$ cat src/rtl/pipe_pkg.sv
// Shared types and widths for the elastic pipeline stage and its statistics counters.
package pipe_pkg;

    typedef enum logic [1:0] {
        PS_EMPTY = 2'd0,
        PS_BUSY  = 2'd1,
        PS_FULL  = 2'd2
    } pipe_state_e;

    localparam int OCC_W  = 2;
    localparam int STAT_W = 32;

    function automatic logic [OCC_W-1:0] state_occ(input pipe_state_e s);
        case (s)
            PS_BUSY: state_occ = 2'd1;
            PS_FULL: state_occ = 2'd2;
            default: state_occ = 2'd0;
        endcase
    endfunction

endpackage

$ cat src/rtl/pipe_sat_counter.sv
// Saturating up-counter with synchronous clear; clear wins over increment.
module pipe_sat_counter
    import pipe_pkg::*;
#(
    parameter int W = STAT_W
) (
    input  logic         clk,
    input  logic         reset,
    input  logic         i_inc,
    input  logic         i_clr,
    output logic [W-1:0] o_count
);

    logic [W-1:0] r_count;

    always_ff @(posedge clk or posedge reset) begin
        if (reset) begin
            r_count <= '0;
        end else if (i_clr) begin
            r_count <= '0;
        end else if (i_inc && (r_count != {W{1'b1}})) begin
            r_count <= r_count + {{(W-1){1'b0}}, 1'b1};
        end
    end

    assign o_count = r_count;

endmodule

$ cat src/rtl/pipe_stage_skid.sv
// Elastic pipeline stage: main register plus one skid entry, registered in_ready, synchronous flush.
// Optional stall/bubble statistics are built when PIPE_STAGE_STATS_EN is defined.
module pipe_stage_skid
    import pipe_pkg::*;
#(
    parameter int DATA_W         = 64,
    parameter bit CLEAR_ON_FLUSH = 1'b1
) (
    input  logic              clk,
    input  logic              reset,
    input  logic              flush,
    input  logic              stall,
    input  logic              in_valid,
    output logic              in_ready,
    input  logic [DATA_W-1:0] in_data,
    output logic              out_valid,
    input  logic              out_ready,
    output logic [DATA_W-1:0] out_data,
    output logic [OCC_W-1:0]  occupancy
`ifdef PIPE_STAGE_STATS_EN
    ,
    output logic [STAT_W-1:0] stall_cycles,
    output logic [STAT_W-1:0] bubble_cycles
`endif
);

    pipe_state_e       r_state;
    pipe_state_e       w_state_nxt;
    logic [DATA_W-1:0] r_main;
    logic [DATA_W-1:0] r_skid;
    logic [DATA_W-1:0] w_main_nxt;
    logic [DATA_W-1:0] w_skid_nxt;
    logic              r_in_ready;
    logic              w_out_valid;
    logic              w_in_fire;
    logic              w_out_fire;

    // An unknown encoding is treated as empty so nothing is emitted while it recovers.
    assign w_out_valid = (r_state == PS_BUSY) || (r_state == PS_FULL);
    assign w_in_fire   = in_valid & r_in_ready;
    assign w_out_fire  = w_out_valid & out_ready & ~stall;

    always_comb begin
        w_state_nxt = r_state;
        w_main_nxt  = r_main;
        w_skid_nxt  = r_skid;
        case (r_state)
            PS_EMPTY: begin
                if (w_in_fire) begin
                    w_state_nxt = PS_BUSY;
                    w_main_nxt  = in_data;
                end
            end
            PS_BUSY: begin
                if (w_in_fire && w_out_fire) begin
                    w_main_nxt = in_data;
                end else if (w_in_fire) begin
                    w_state_nxt = PS_FULL;
                    w_skid_nxt  = in_data;
                end else if (w_out_fire) begin
                    w_state_nxt = PS_EMPTY;
                end
            end
            PS_FULL: begin
                if (w_out_fire) begin
                    w_state_nxt = PS_BUSY;
                    w_main_nxt  = r_skid;
                end
            end
            default: w_state_nxt = PS_EMPTY;
        endcase
        if (flush) begin
            w_state_nxt = PS_EMPTY;
            if (CLEAR_ON_FLUSH) begin
                w_main_nxt = '0;
                w_skid_nxt = '0;
            end
        end
    end

    // in_ready is derived from the next state so out_ready never reaches it combinationally.
    always_ff @(posedge clk or posedge reset) begin
        if (reset) begin
            r_state    <= PS_EMPTY;
            r_main     <= '0;
            r_skid     <= '0;
            r_in_ready <= 1'b1;
        end else begin
            r_state    <= w_state_nxt;
            r_main     <= w_main_nxt;
            r_skid     <= w_skid_nxt;
            r_in_ready <= (w_state_nxt != PS_FULL);
        end
    end

    assign in_ready  = r_in_ready;
    assign out_valid = w_out_valid;
    assign out_data  = r_main;
    assign occupancy = state_occ(r_state);

`ifdef PIPE_STAGE_STATS_EN
    logic w_stall_inc;
    logic w_bubble_inc;

    assign w_stall_inc  = w_out_valid & ~(out_ready & ~stall);
    assign w_bubble_inc = ~w_out_valid & ~flush;

    pipe_sat_counter #(.W(STAT_W)) u_stall_cnt (
        .clk     (clk),
        .reset   (reset),
        .i_inc   (w_stall_inc),
        .i_clr   (flush),
        .o_count (stall_cycles)
    );

    pipe_sat_counter #(.W(STAT_W)) u_bubble_cnt (
        .clk     (clk),
        .reset   (reset),
        .i_inc   (w_bubble_inc),
        .i_clr   (flush),
        .o_count (bubble_cycles)
    );
`endif

endmodule

$ cat config.mk
export PLATFORM = sky130hd
export DESIGN_NAME = pipe_stage_skid
export DESIGN_NICKNAME = d
export VERILOG_FILES = /design/src/rtl/pipe_pkg.sv /design/src/rtl/pipe_sat_counter.sv /design/src/rtl/pipe_stage_skid.sv
export SDC_FILE = /design/constraint.sdc
export NUM_CORES = 1
export LEC_CHECK = 0
export CORE_ASPECT_RATIO = 1.2
export CORE_MARGIN = 2
export CORE_UTILIZATION = 30
export DETAILED_ROUTE_END_ITERATION = 10
export DONT_BUFFER_PORTS = 1
export PLACE_DENSITY = 0.43
export SLEW_MARGIN = 20
export SYNTH_ARGS = -nofsm -noshare
export SYNTH_HDL_FRONTEND = slang
export SYNTH_SLANG_ARGS = --single-unit
$ cat constraint.sdc
create_clock -name clk -period 5.82 [get_ports clk]
set_clock_uncertainty 0.2 [all_clocks]
set_input_delay 1.164 -clock clk [delete_from_list [all_inputs] [get_ports clk]]
set_output_delay 1.164 -clock clk [all_outputs]
set_load 0.02 [all_outputs]
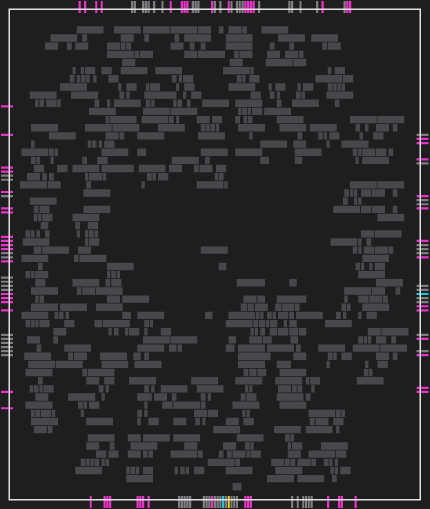
**Above:** run 1 (I/O pins on the die edge).
Scale: 3 px per um. Pins as bars across the die edge, other pins in grey.
| port | colour | pins | direction | edge |
|---|---|---|---|---|
| out_valid | yellow | 1 | output | bottom |
| in_data | magenta | 64 | input | 18 left, 17 top, 16 bottom, 13 right |
| occupancy | cyan | 2 | output | 1 right, 1 bottom |
width of the chip: 137 um
die outline height: 163 um
# port buffers: 0

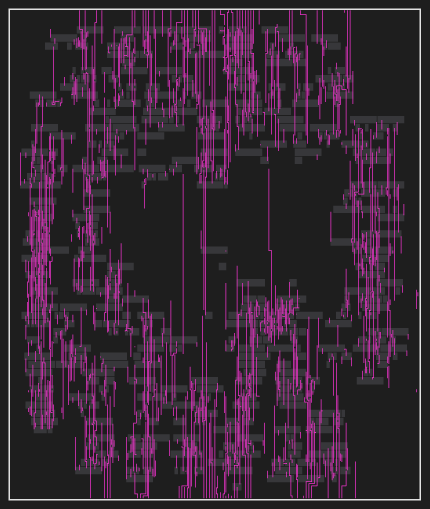
**Above:** run 1 (the metal 2 layer).
Scale: 3 px per um.
main direction: vertical
longest straight run: 60.7 um
share of all routed wire: 49%
wire length on this layer: 8170 um

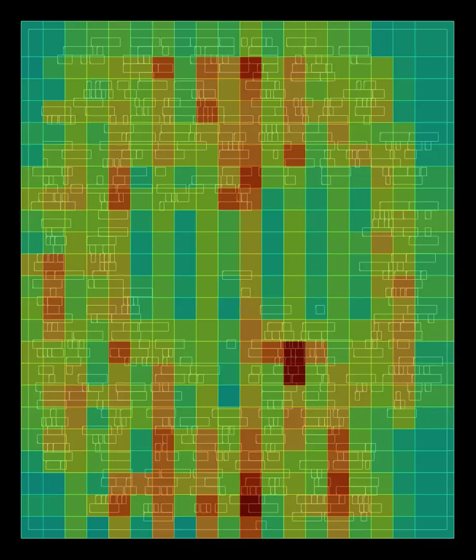
**Above:** run 1 (routing congestion).
average wire length per cell after detail routing: 19.5 um
total routing resource utilization after global routing: 15.5%
fraction of met1 tracks used by global routing: 18.7%
met2 GRT Util: 25.3%
GR met3 Demand/Resource: 5.56%

==> run summary, run 1 <==
The layout was made with Yosys and OpenROAD.

The routed wire length is 16700 um. The final count of hold timing violations is 0. Nets still carrying antenna violations after routing amount to 0. Post-CTS repair ended up resizing 0 cells.

The ratio of cells with drive above 1 in the final layout is 18.1%. The core box area is 20800 um2. The cell area after layout is 7090 um2.

Warnings reported by Yosys during synthesis add up to 0. For reference, the top cells by area after synthesis are dfrtp_1 51%, a211oi_2 12%, mux2i_1 10%, nand2_1 7.8%, a21oi_1 5.1%. The DRC violation count after routing is 0. The iteration tally of the first detailed-router pass is 4.

The internal power component is 1.88 mW. The leakage component of the power was reported as 2.70 nW. The final max-slew violation count is 0.

The power report attributes to the clock group a share of 40.5%. During I/O placement, the number of pins put on the boundary was 138. The length of routed wiring on met1 is 6960 um. On the reported timing paths, the clock transition at the registers reads 0.06 ns. The critical path endpoint has a required time of 4.46 ns. For hold timing, the worst endpoint is r_skid[14]. The data arrival time reported for the critical path is 2.26 ns. The power in the clock group is 1.11 mW.

The slew check shows that the tightest pin keeps a relative margin of 40.1%. The wire length on met3 is 1140 um. The total power draw is 2.74 mW. The floorplan step defined a die boundary enclosing 22300 um2. For the worst min-delay path, the startpoint reported by OpenROAD is r_skid[14]. Summing over the stages, the warning tally comes to 31. The number of synthesized register bits is 131. The min-delay analysis places its worst path in the category flop to flop.

The clock period could shrink to 3.62 ns. Logged for this run, the post-placement worst setup slack is 2.39 ns. The total setup buffers inserted after CTS is 0. Counting instances in the post-synthesis netlist gives the leading cell types as 131 x nand2_1, 130 x dfrtp_1, 65 x a21oi_1, 64 x mux2i_1, 64 x nor3_1.

Per the post-synthesis stats, the area per cell is 10.5 um2. In the final design database the tool counted 647 nets. The final cell utilization of the core is 34.0%. The yosys synthesis chip area is 6320 um2. The endpoint class of the critical path is an output port. TritonCTS created 17 clock buffers. The total length of routed met2 wires is 8170 um. In the final report, the number of endpoints failing setup comes to 0. The count of flip-flops with a built-in enable after synthesis is 0. The insertion delay to the later sink of the worst-skew pair is 0.41 ns.

In this run the core area contains 58 standard-cell rows. The total of max-cap violations is 0. The worst-path maximum fanout is 46. The share of synthesized registers carrying an async set or reset is 100%. The H-tree level count is 4.

The net count after synthesis is 677. For this design, the CTS-stage hold fixing added 0 buffers. Of the total power, registers draw 43.4%. The count of cells along the worst hold path is 2.

The last element of the critical path is occupancy[1]. Sequential elements use 51.9% of the synthesized area. Post-route period utilization is reported as 62.2%. The final antenna diode tally reported by the flow is 0. The count of cells along the worst register-to-register path is 7. In this run the register-to-register setup slack is 2.56 ns. The share of the synthesized area in the top cell type is 51.5%. The highest signal layer in the routed design is met4.

The routability-driven placement congestion ratio is 0.750. Looking at the reg2reg group, the worst path starts from r_state[1]. The gate-level netlist out of Yosys references 28 unique cell types. The predominant post-synthesis flop cell is dfrtp_1. The fmax is 276 MHz. Combinational cells consume a total of 0.443 mW. The power per cell area is 387 nW/um2. Per the detail_route report, vias per standard cell equal 5.10. In this run the deepest clock path goes through 2 buffers. The kind of launch point of the worst setup path is a flop.

The cell accounting for the most synthesized area is dfrtp_1. The most common logic cell in the final layout is nand2_1. The first global-routing pass estimated 26300 um of wire. The cell chosen for the clock root is clkbuf_16. The total overflow reported by the global router is 0. Global route summary, busiest routing layer listed as met2. The flow ran to the end, and the final reports show no timing, DRC or antenna violations. The via count of the first global-routing pass is 4634. Setup repair after global routing left no endpoint under its margin. Per the timing report, the most critical flop-to-flop path finishes at out_data[44]. The peak supply drop is 0.178 mV.
## run 1: critical path: stages, from the launching register on
cell and delay (ns):
dfrtp_1 0.43, inv_1 0.14, ha_4 0.45, buf_4 0.80
## run 1: final cells by class
cell class              instances  area (um2)
fillers                      2093       13700
flip-flops and latches        131        3280
multi-input cells             413        2790
clock buffers                  20         457
well taps                     270         338
clock inverters                12         155
repair buffers                  7        52.6
inverters                       3        16.3
## run 1: cell families (layout without fill, tap and decap cells)
family	Yosys count	count (layout)	share of synthesized area, %
flip-flops	131	131	51.9
adder cells (fa/ha/maj)	4	4	0.792
multiplexers	64	64	10.1
AND/OR/NAND/NOR	207	207	13.9
buffers and inverters	59	42	4.73
XOR/XNOR	1	1	0.139
AND-OR/OR-AND	137	137	18.4
**Run 1: wiring heat map**

Scale: 2 px per um. 27 x 33 tiles, from dark blue (low) to red (high), scaled to the fullest tile. Values are wire area over tile area, all layers added.
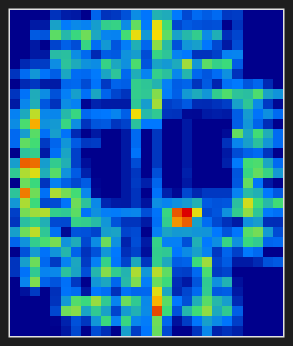

==> inputs of run 2 (changes only) <==
--- a/config.mk
+++ b/config.mk
@@ -10,7 +10,7 @@
 export CORE_UTILIZATION = 30
 export DETAILED_ROUTE_END_ITERATION = 10
 export DONT_BUFFER_PORTS = 1
-export PLACE_DENSITY = 0.43
+export PLACE_DENSITY = 0.44
 export SLEW_MARGIN = 20
 export SYNTH_ARGS = -nofsm -noshare
 export SYNTH_HDL_FRONTEND = slang
==> constraint.sdc (replaced) <==
create_clock -name clk -period 3.2 [get_ports clk]
set_clock_uncertainty 0.2 [all_clocks]
set_input_delay 0.64 -clock clk [delete_from_list [all_inputs] [get_ports clk]]
set_output_delay 0.64 -clock clk [all_outputs]
set_load 0.02 [all_outputs]
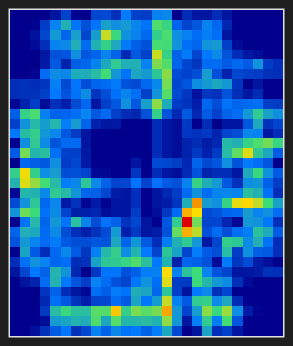
**Above:** run 2 (wiring heat map).
Scale: 2 px per um. 27 x 33 tiles, from dark blue (low) to red (high), scaled to the fullest tile. Values are wire area over tile area, all layers added.
emptiest ninth of the die: middle
fullest tile: 0.60
densest ninth of the die: bottom middle
tiles over half the peak: 5.9%
mean over tiles: 0.12

==> run 2 against run 1 <==
Against the previous run:
- register-to-register slack worse by 2.2 ns
- die area unchanged
- clock power up 91%
- cell area up 1.9%
- flip-flop count unchanged
- cell count up 0.70%
- sequential power up 82%
- non-clock buffer count up 6
- hold slack worse by 0.25 ns
- core utilization up 0.64 points
- synthesized area unchanged
- first-iteration DRC count down 4.7%
==> run summary, run 2 <==
The layout was made with Yosys and OpenROAD.

RSZ-0062 raised after global routing: no (unchanged). The post-synthesis net count is 677 (unchanged). The vertical die size came to 163 um (unchanged). The number of multi-input logic gates came to 413 (unchanged). The peak supply drop is 0.345 mV (was 0.178 mV).

The tap cell count is 270 (unchanged). The cell accounting for the most synthesized area is dfrtp_1 (unchanged). The average footprint of a synthesized cell is 10.5 um2 (unchanged). The diode insertion count for antenna repair is 0 (unchanged).

The deepest clock path buffer count is 2 (unchanged). The total number of sequential cells is 131 (unchanged). The cell area after layout is 7220 um2 (was 7090 um2). The share of synthesized registers carrying an async set or reset is 100% (unchanged). The total setup buffers inserted after CTS is 0 (unchanged). The total of endpoints with negative setup slack in the final report is 0 (unchanged).

The clock-pin slew reported for the worst setup and hold paths after clock tree synthesis is 0.06 ns (about the same). Most numerous cell types in the synthesized netlist: 131 x nand2_1, 130 x dfrtp_1, 65 x a21oi_1, 64 x mux2i_1, 64 x nor3_1 (unchanged). The combinational share of cell area is 38.7% (was 39.4%). The total number of placement rows is 58 (unchanged). The power per cell area is 711 nW/um2 (was 387 nW/um2).

Cell area leaders: dfrtp_1 51%, a211oi_2 12%, mux2i_1 10%, nand2_1 7.8%, a21oi_1 5.1% (unchanged). The final standard cell count with taps included and fillers excluded is 862 (was 856). The most common logic cell in the routed design is nand2_1 (unchanged). The worst path required time is 3.32 ns (was 4.46 ns). The number of CTS-inserted buffers is 17 (unchanged). The number of nets in the layout is 653 (was 647). The share of the synthesized area in the top cell type is 51.5% (unchanged). The share of the final layout cell area in sequential cells is 45.4% (was 46.3%). The quantity of hold-fixing buffers added after cts is 0 (unchanged).

The half-perimeter wire length after placement was 10200 um (was 9780 um). The count of flip-flops with a built-in enable after synthesis is 0 (unchanged). The share of the yosys chip area belonging to registers is 51.9% (unchanged). The count of cells along the worst register-to-register path is 7 (unchanged). The overall chip area is 22300 um2 (unchanged). The yosys synthesis chip area is 6320 um2 (unchanged). The launch instance of the worst register-to-register path is r_state[1] (unchanged).

The share of final layout cell area taken by non-clock buffers is 2.05% (was 0.742%). Critical path, cell by cell: inv_1, ha_1, nand3b_1, o32ai_4, buf_4, nor3_1, a211oi_2 (was inv_1, ha_4, buf_4). The number of synthesized register bits was 131 (unchanged). The final count of hold timing violations came to 0 (unchanged). The DRC violation count after routing was 0 (unchanged). The cell chosen for the clock root was clkbuf_16 (unchanged).

The post-placement worst setup slack is 0.333 ns (was 2.39 ns). The kind of launch point of the worst setup path is a flop (unchanged). The count of buffering cells on the critical path with inverters included is 2 (unchanged). The most numerous cell in the Yosys netlist is nand2_1 (unchanged).

The post-detailed-route wirelength per cell was 20.1 um (was 19.5 um). The insertion delay to the later sink of the worst-skew pair is 0.41 ns (about the same). The setup slack of the most critical reg-to-reg path is 0.34 ns (was 2.56 ns).

The count of cell instances traversed by the critical path is 7 (was 3). The final max-slew violation count is 0 (unchanged). The post-CTS resize count came to 0 (unchanged).

The minimum clock period is 2.86 ns. The final cell utilization of the core is 34.7% (was 34.0%). The number of clock buffers in the layout came to 20 (unchanged). The yosys warning tally is 0 (unchanged). The class of the worst hold path is input pin to async pin (was flop to flop). In this build the clock could be raised as far as 350 MHz. The number of ports placed on the die boundary is 138 (unchanged). The fill cell total of the finished layout is 2049 (was 2093).

The clock network area share was 8.91% (was 8.63%). The dominant kind of cell is flip-flops and latches (unchanged). The endpoint class of the critical path is a flop (was output port).

Outcome: finished clean (unchanged). The tally of unique sky130hd cells used after synthesis is 28 (unchanged). The predominant post-synthesis flop cell is dfrtp_1 (unchanged).

The wire length of the first global-routing pass is 27600 um (was 26300 um). The non-clock inverter instance count of the final layout was 3 (unchanged). The worst-path maximum fanout is 31 (was 46). The slowest stage cell on the critical path is dfrtp_1 (was buf_4).

The last element of the critical path is out_data[25] (was occupancy[1]). The number of warnings in the stage logs is 33 (was 31). The number of buffers inserted by port buffering is 0 (unchanged).

The worst-case setup margin in the final layout came to 0.340 ns (was 2.20 ns). The H-tree level count is 4 (unchanged). The ratio of cells with drive above 1 in the final layout is 19.1% (was 18.1%). The static leakage is 2.77 nW (was 2.70 nW). The multi-input gate area in the final layout is 2800 um2 (was 2790 um2).

The worst max-slew margin expressed relative to the limit is 45.8% (was 40.1%). The fraction of the cycle the final worst path needs is 89.4%. The core box area was 20800 um2 (unchanged). The iteration tally of the first detailed-router pass came to 6 (was 4).

The all-layer global routing usage came to 16.2% (was 15.5%). The average via count per standard cell is 5.22 (was 5.10). The x dimension of the die was 137 um (unchanged). The worst path arrival time is 2.98 ns (was 2.26 ns). The number of nets with antenna violations after routing came to 0 (unchanged).

The total of max-cap violations is 0 (unchanged). The total of plain and repair buffers excluding clock buffers is 13 (was 7). The highest cell delay on the worst timing path is 0.48 ns (was 0.80 ns). The routability-driven placement congestion ratio came to 0.798 (was 0.750). The cell class contributing the biggest share of worst-path delay is AND-OR/OR-AND gates (was buffers and inverters). The via count of the first global-routing pass is 4577 (was 4634).

The total overflow reported by the global router is 0 (unchanged). The total power draw was 5.13 mW (was 2.74 mW).
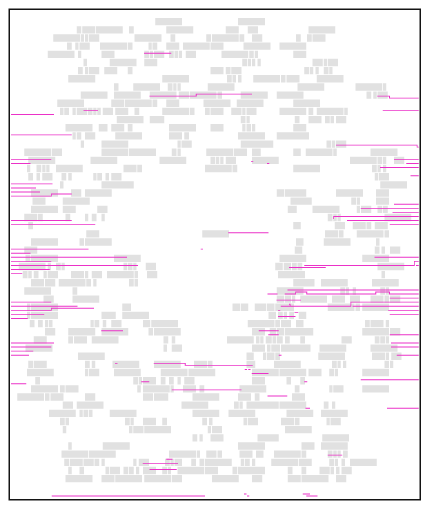
**Above:** run 2 (M3 wires).
Scale: 3 px per um.
wire length on this layer: 1170 um
longest straight run: 50.8 um
main direction: horizontal
total vias in the final route: 4503
GR met3 Demand/Resource: 5.37%
sum of routed wire length over all layers: 17300 um

run 2: cell counts after synthesis:
Identical to the previous run, type by type.
run 2: per-layer routing:
metal / vias up / wire length, um / global-route usage [%]
met2: 116 / 8610 / 26.6
met3: 21 / 1170 / 5.37
met1: 2290 / 7150 / 19.9
met4: 0 / 359 / 5.78
li1: 2076 / - / -
met5: - / 0 / 0
run 2: logic make-up (layout without fill, tap and decap cells):
group	count (synthesis)	count (layout)	share of synthesized area (%)
simple gates	207	207	13.9
compound gates	137	137	18.4
flops	131	131	51.9
mux	64	64	10.1
buf+inv	59	48	4.73
fa+ha+maj	4	4	0.792
xor+xnor	1	1	0.139
run 2: where the power goes:
part           total, mW  switching (mW)  internal, mW
Combinational      0.850           0.521         0.329
Sequential          2.16           0.322          1.84
Clock               2.12           0.750          1.37
**Run 2: routing congestion**

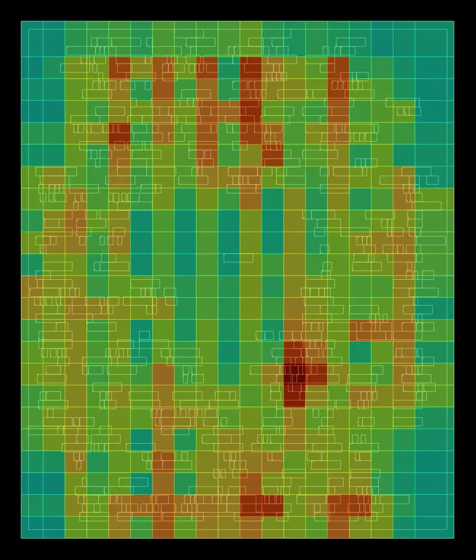

==> inputs of run 3 (changes only) <==
==> constraint.sdc (replaced) <==
create_clock -name clk -period 3.2 [get_ports clk]
set_clock_uncertainty 0.2 [all_clocks]
set_input_delay 0.8 -clock clk [delete_from_list [all_inputs] [get_ports clk]]
set_output_delay 0.8 -clock clk [all_outputs]
set_load 0.02 [all_outputs]
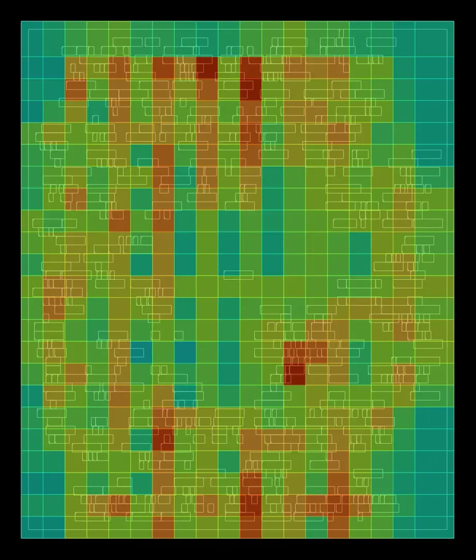
**Above:** run 3 (routing congestion).
met2 GRT Util: 26.2%
fraction of met1 tracks used by global routing: 20.4%
average wire length per cell after detail routing: 20.0 um

==> run 3 against run 2 <==
Against the previous run:
- cell count fell by 0.12%
- core utilization shrank 0.19 points
- routed wire length is 0.32% lower
- largest power group unchanged
- clock power shrank 9.9%
- synthesized cell count stayed put
- combinational power rose by 0.8%
- global-route usage up 0.13 points
- synthesized area unchanged
- hold slack worse by 0.018 ns
==> run summary, run 3 <==
The layout was made with Yosys and OpenROAD.

The kind of launch point of the worst setup path is a flop (unchanged). The number of CTS-inserted buffers is 17 (unchanged). The share of the final layout cell area in sequential cells is 45.7% (was 45.4%). The total of endpoints with negative setup slack in the final report is 0 (unchanged).

The most numerous cell in the Yosys netlist was nand2_1 (unchanged). The count of placed standard cells including taps was 829 (was 830). The total number of sequential cells was 131 (unchanged).

The count of cells along the worst register-to-register path is 7 (unchanged). The multi-input gate area in the final layout came to 2800 um2 (unchanged). The share of the synthesized area in the top cell type came to 51.5% (unchanged).

Outcome: finished clean (unchanged). The basic-gate share of the synthesized area counting and, or, nand and nor cells is 13.9% (unchanged). Cell area leaders: dfrtp_1 51%, a211oi_2 12%, mux2i_1 10%, nand2_1 7.8%, a21oi_1 5.1% (unchanged). The cell class contributing the biggest share of worst-path delay is buffers and inverters (was AND-OR/OR-AND gates). The worst max-slew margin expressed relative to the limit is 61.5% (was 45.8%).

The routability-driven placement congestion ratio is 0.802 (was 0.798). The deepest clock path buffer count came to 2 (unchanged). The yosys warning tally is 0 (unchanged).

The worst path arrival time came to 1.89 ns (was 2.98 ns). The number of ports placed on the die boundary is 138 (unchanged). The DRC violation count after routing is 0 (unchanged). The x dimension of the die is 137 um (unchanged). The share of the yosys chip area belonging to registers is 51.9% (unchanged). The adder-cell share of the synthesized area was 0.792% (unchanged). The fmax is 346 MHz (was 350 MHz). The total of plain and repair buffers excluding clock buffers came to 12 (was 13). The launch point of the worst path is r_state[0] (was r_state[1]). The peak supply drop is 0.341 mV (was 0.345 mV). The clock tree from TritonCTS was done (unchanged). The worst-path maximum fanout is 25 (was 31).

The yosys synthesis chip area was 6320 um2 (unchanged). Most numerous cell types in the synthesized netlist: 131 x nand2_1, 130 x dfrtp_1, 65 x a21oi_1, 64 x mux2i_1, 64 x nor3_1 (unchanged). The insertion delay to the later sink of the worst-skew pair is 0.42 ns (was 0.41 ns). The static leakage is 2.73 nW (was 2.77 nW). The all-layer global routing usage is 16.4% (was 16.2%). The wire length of the first global-routing pass is 27400 um (was 27600 um). The predominant post-synthesis flop cell is dfrtp_1 (unchanged).

The dominant kind of cell is flip-flops and latches (unchanged). The endpoint class of the critical path was an output port (was flop). The total overflow reported by the global router is 0 (unchanged). The final standard cell count with taps included and fillers excluded is 861 (was 862). The diode insertion count for antenna repair was 0 (unchanged). The core box area is 20800 um2 (unchanged). The count of buffering cells on the critical path with inverters included was 2 (unchanged).

The post-CTS resize count is 0 (unchanged). The worst path required time is 2.20 ns (was 3.32 ns). The share of synthesized registers carrying an async set or reset came to 100% (unchanged). The routed wire length is 17200 um (was 17300 um).

The number of multi-input logic gates is 413 (unchanged). The class of the worst hold path was input pin to async pin (unchanged). The count of instantiated cells in the yosys netlist was 603 (unchanged). The ratio of cells with drive above 1 in the final layout is 18.3% (was 19.1%).

The fraction of the cycle the final worst path needs is 90.3% (was 89.4%). The iteration tally of the first detailed-router pass came to 4 (was 6). The combinational share of cell area was 39.0% (was 38.7%). The count of flip-flops with a built-in enable after synthesis is 0 (unchanged). The cell area after layout came to 7180 um2 (was 7220 um2).

The total power draw is 4.93 mW (was 5.13 mW). The average via count per standard cell is 5.15 (was 5.22). RSZ-0062 raised after global routing: no (unchanged). The half-perimeter wire length after placement came to 10200 um (about the same).

The power per cell area is 687 nW/um2 (was 711 nW/um2). The total number of placement rows is 58 (unchanged). The final cell utilization of the core is 34.5% (was 34.7%). The capturing point of the worst reg2reg path was out_data[52] (was out_data[25]). The xor/xnor share of the synthesized area was 0.139% (unchanged). The share of final layout cell area taken by non-clock buffers is 2.47% (was 2.05%). The compound-cell area share of the yosys netlist is 18.4% (unchanged). The final count of hold timing violations is 0 (unchanged).

The total number of vias is 4433 (was 4503). The clock-pin slew reported for the worst setup and hold paths after clock tree synthesis is 0.06 ns (about the same). The number of nets in the layout came to 652 (was 653). The clock network area share was 7.98% (was 8.91%).

The tally of unique sky130hd cells used after synthesis was 28 (unchanged). The overall chip area was 22300 um2 (unchanged). The slowest stage cell on the critical path is ha_4 (was dfrtp_1).

The fill cell total of the finished layout is 2062 (was 2049). The number of synthesized register bits came to 131 (unchanged). The via count of the first global-routing pass is 4667 (was 4577). The final max-slew violation count is 0 (unchanged). The last element of the critical path is occupancy[1] (was out_data[25]).

The actual transition at the worst max-transition pin is 0.578 ns (was 0.813 ns). The non-clock inverter instance count of the final layout is 3 (unchanged). The quantity of hold-fixing buffers added after cts is 0 (unchanged). The flip-flop and latch area is 3280 um2 (unchanged).

The multiplexer area fraction after synthesis came to 10.1% (unchanged). The cell accounting for the most synthesized area is dfrtp_1 (unchanged). The count of cell instances traversed by the critical path is 3 (was 7). Critical path, cell by cell: inv_1, ha_4, buf_4 (was inv_1, ha_1, nand3b_1, o32ai_4, buf_4, nor3_1, a211oi_2).

The highest cell delay on the worst timing path was 0.48 ns (about the same). The number of clock buffers in the layout came to 23 (was 20). The vertical die size is 163 um (unchanged). The total of max-cap violations came to 0 (unchanged). The average footprint of a synthesized cell came to 10.5 um2 (unchanged). The main logic family after synthesis was AND-OR/OR-AND gates (unchanged).

The number of buffers inserted by port buffering is 0 (unchanged). The post-placement worst setup slack came to 0.518 ns (was 0.333 ns). The number of warnings in the stage logs is 31 (was 33). The setup slack of the most critical reg-to-reg path was 0.49 ns (was 0.34 ns). The number of nets with antenna violations after routing is 0 (unchanged). The synthesized instance count is 603 (unchanged). The tap cell count is 270 (unchanged).

The H-tree level count is 4 (unchanged). The launch instance of the worst register-to-register path is r_state[1] (unchanged). The cell chosen for the clock root is clkbuf_16 (unchanged). The post-synthesis net count is 677 (unchanged). The minimum clock period came to 2.89 ns (was 2.86 ns). The synthesis-to-layout area growth is 13.6% (was 14.2%).

The total setup buffers inserted after CTS came to 0 (unchanged). The most common logic cell in the routed design is nand2_1 (unchanged). The worst-case setup margin in the final layout is 0.311 ns (was 0.340 ns).
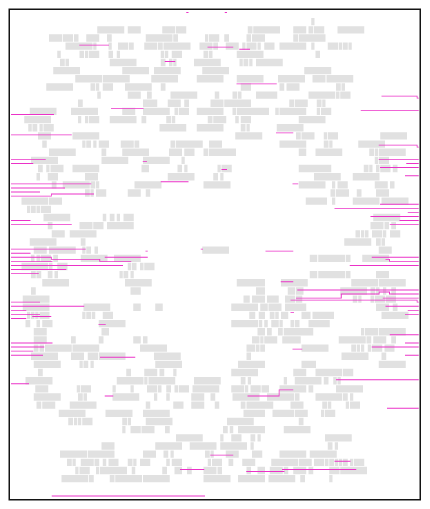
**Above:** run 3 (M3 wires).
Scale: 3 px per um.
longest straight run: 50.8 um
share of all routed wire: 6.3%
main direction: horizontal

==> run 3: cell types whose count changed in the layout (fill, tap and decap cells not counted) <==
cell,before,now
clkbuf_8,3,2
clkbuf_1,0,4
buf_4,9,5
buf_12,4,7
bufinv_16,4,2
inv_6,2,0
clkinvlp_4,3,5
clkinv_4,1,0
==> run 3: power by group <==
| group | switching, mW | internal, mW | total [mW] |
|---|---|---|---|
| registers | 0.320 | 1.84 | 2.16 |
| logic | 0.523 | 0.334 | 0.857 |
| clock network | 0.727 | 1.18 | 1.91 |
| total | 1.57 | 3.36 | 4.93 |
==> run 3: layer usage <==
layer	part of all wire, %	track usage [%]
met1	42	20.4
met2	49	26.2
met3	6.3	5.12
met4	2.1	6.68
met5	0	0
Power figures rest on the tool's default switching activity, not on a simulated workload.
